==> config.mk <==
export PLATFORM = sky130hd
export DESIGN_NAME = demux9_reg
export DESIGN_NICKNAME = d
export VERILOG_FILES = /design/src/rtl/demux9_reg.sv
export SDC_FILE = /design/constraint.sdc
export NUM_CORES = 1
export LEC_CHECK = 0
export ABC_AREA = 1
export CAP_MARGIN = 20
export CORE_MARGIN = 2
export CORE_UTILIZATION = 45
export DETAILED_ROUTE_END_ITERATION = 8
export PLACE_DENSITY = 0.83
export SETUP_SLACK_MARGIN = 0.2
export SLEW_MARGIN = 0
export SYNTH_ARGS = -nofsm -noshare
export SYNTH_HDL_FRONTEND = slang
export SYNTH_SLANG_ARGS = --single-unit
==> constraint.sdc <==
create_clock -name i_clk -period 17.1 [get_ports i_clk]
set_input_delay 2.565 -clock i_clk [delete_from_list [all_inputs] [get_ports i_clk]]
set_output_delay 2.565 -clock i_clk [all_outputs]
set_load 0.05 [all_outputs]
**Clock nets**

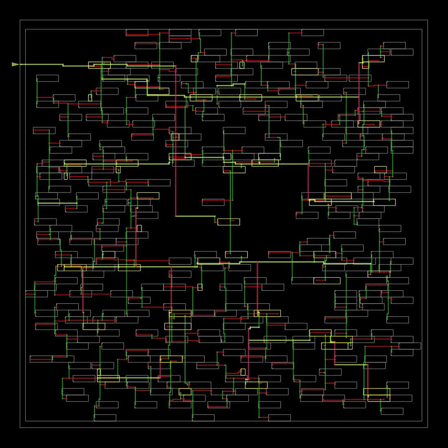
Seq Cell Count: 298
clock skew: 0 ns
P_clk: 741 uW
Insertion Delay late pin: 0.54 ns
total CTS buffers: 31

**Wires at chosen ports, followed through buffers**

(3 px per um)
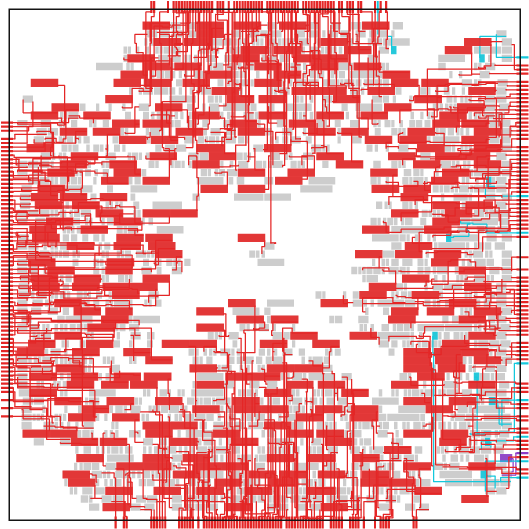
colour	port	direction	edge	end cells	buffers	wire
cyan	i_clr	input	8 right, 1 top	9	9	317 um
red	o_data_out	output	76 right, 76 bottom, 69 left, 67 top	288	288	11800 um
purple	i_reset	input	right	1	1	18.5 um
PortBufs: 345
I/O pin cnt: 346

==> results.json <==
{
  "ys_top_logic_family": "simple AND/OR/NAND/NOR gates",
  "cts_hold_buf": 0,
  "yosys_warnings": 0,
  "worst_pin_slew_ns": 1.02,
  "slew_violations": 0,
  "post-cts-setup-buffers": 0,
  "routed_wl_um": 41100,
  "crit_buf_inv": 2,
  "viasPerCell": 5.46,
  "setup_viol": 0,
  "ys_types": 16,
  "simple_gate_share_pct": 28.5,
  "initCoreUtil_pct": 45.9,
  "power.leakage_uw": 0.00839,
  "slowest_delay_ns": 0.78,
  "antenna_found_initial": 0,
  "hold_path.class": "reg2reg",
  "crit_cells": 6,
  "post-route-period-util_pct": 28.3,
  "gp_congestion": 0.874,
  "comb_power_share_pct": 38.9,
  "worstPathRequired_ns": 17.59,
  "fmax_mhz": 206,
  "rsz0062_at_grt": "no",
  "postSynthCellCount": 1406,
  "die_w_um": 170,
  "fp_nets": 1454,
  "grt_pass1_vias": 11000,
  "critPathLaunchType": "primary input",
  "n_fill_cell": 2101,
  "coreArea_mm2": 0.0270,
  "fin_crit_ns": 4.85,
  "max-slew-margin-rel_pct": 32.0,
  "cp_top_family": "simple AND/OR/NAND/NOR gates",
  "tool_warnings": 28,
  "stdcell_area_mm2": 0.0171,
  "wl_per_cell_um": 20.2,
  "crit_slowest_cell": "nand3_4",
  "yosys-stat-area_mm2": 0.0124,
  "ys_cells": 1406,
  "critPathCaptureType": "flip-flop",
  "powerDensity_mw_per_mm2": 161,
  "place_hpwl_um": 26400,
  "area_leaders": "dfrtp_1 (60%), nand2_1 (20%), nand4_1 (8.1%)",
  "p_int_uw": 1630,
  "cts-root-buf": "clkbuf_16",
  "top_cell_area_share_pct": 60.3,
  "cts_buffer_depth": 3,
  "aoi_share_pct": 4.27,
  "status": "finished clean",
  "switching_power_uw": 1130,
  "avgSynthCellArea_um2": 8.80,
  "grt-ovfl-total": 0,
  "min_path_cells": 2,
  "path_cells": "buf_4 > nand3_4 > nor2_2 > buf_4 > nand2_1 > nand2_1",
  "dpl_cell_area_mm2": 0.0159,
  "drtIter0Drc": 959,
  "drc": 0,
  "synthMuxAreaShare_pct": 0,
  "first_pass_iters": 5,
  "xor_area_share_pct": 0,
  "clk_pin_slew_worst_paths_ns": 0.06,
  "largest_reg_flops": 288,
  "netlist_area_mm2": 0.0124,
  "p_clk_share_pct": 26.9,
  "cts_sinks": 298,
  "vias": 11100,
  "largest_area_cell": "dfrtp_1",
  "grt_usage_pct": 28.0,
  "final_hold_viol_count": 0,
  "cts-resized-gates": 0,
  "drive_above_1_share_pct": 5.30,
  "utilization_pct": 63.4,
  "htree_levels": 1,
  "p_seq_share_pct": 34.2,
  "finalSetupTns_ns": 0,
  "ant_nets": 0,
  "grt_first_pass_wirelength_um": 63300,
  "synth.cellmix.adderShare_pct": 0,
  "path_class": "in2reg"
}
## power groups by stage
stage          Combinational (uW)  Clock (uW)  Sequential (uW)
2_1_floorplan                 171           0             1450
3_3_place_gp                 1060           0              945
3_5_place_dp                 1070           0              947
4_1_cts                      1070         751              939
5_1_grt                      1120         780              956
6_report                     1070         741              941
## cell usage after synthesis, drive strengths merged
master and number:
o22ai 2, inv 82, nand4 160, nand2 646, o21bai 64, nand3 9, buf 56, clkbuf 73
nor2 9, dfrtp 298, o21ai 7
## layout make-up
class | count | area, um^2 | share of cell area [%]
Clock inverter | 18 | 280 | 1.64
Inverter | 82 | 315 | 1.85
Clock buffer | 39 | 846 | 4.95
Multi-Input combinational cell | 897 | 4100 | 24.0
Timing Repair Buffer | 364 | 3660 | 21.4
Tap cell | 341 | 427 | 2.50
Sequential cell | 298 | 7460 | 43.6
## metrics by stage
stage / hold slack (ns) / setup slack [ns] / instances
after floorplan: 0.736 / 6.30 / 1406
after global placement: 0.451 / 11.60 / 1978
after detailed placement: 0.457 / 11.68 / 1980
after CTS: 0.473 / 12.27 / 2037
after global routing: 0.489 / 11.96 / 2039
final: 0.469 / 12.25 / 2039
## worst register-to-register path, stage by stage (launching register included)
cell,delay [ns]
dfrtp_1,0.39
inv_1,0.05
o21bai_1,0.09
nand2_1,0.11
## cell usage in the layout, fill, tap and decap left out
cell	n
buf_16	3
buf_4	16
buf_8	1
bufinv_16	7
clkbuf_1	4
clkbuf_16	31
clkbuf_8	4
clkdlybuf4s50_1	344
clkinv_2	6
clkinv_4	1
clkinvlp_4	3
dfrtp_1	298
inv_1	77
inv_2	4
inv_6	1
inv_8	1
nand2_1	646
nand3_1	5
nand3_2	3
nand3_4	1
nand4_1	160
nor2_1	1
nor2_2	4
nor2_4	4
o21ai_0	5
o21ai_1	2
o21bai_1	64
o22ai_1	2
## cells by family (layout without fill, tap and decap cells)
logic type             count (synthesis)  in the layout
AND/OR/NAND/NOR                      824            824
AND-OR/OR-AND                         73             73
buffers and inverters                211            503
flip-flops                           298            298
## layer usage
layer / routed length (um) / part of all wire (%) / track usage [%] / vias to the layer above
li1: - / - / - / 5019
met1: 16300 / 40 / 36.8 / 5438
met2: 19600 / 48 / 46.2 / 569
met3: 3580 / 8.7 / 5.57 / 101
met4: 1630 / 4.0 / 10.6 / 0
met5: 0 / 0 / 0 / -
No activity file was given, so power comes from the tool's default toggle rates.
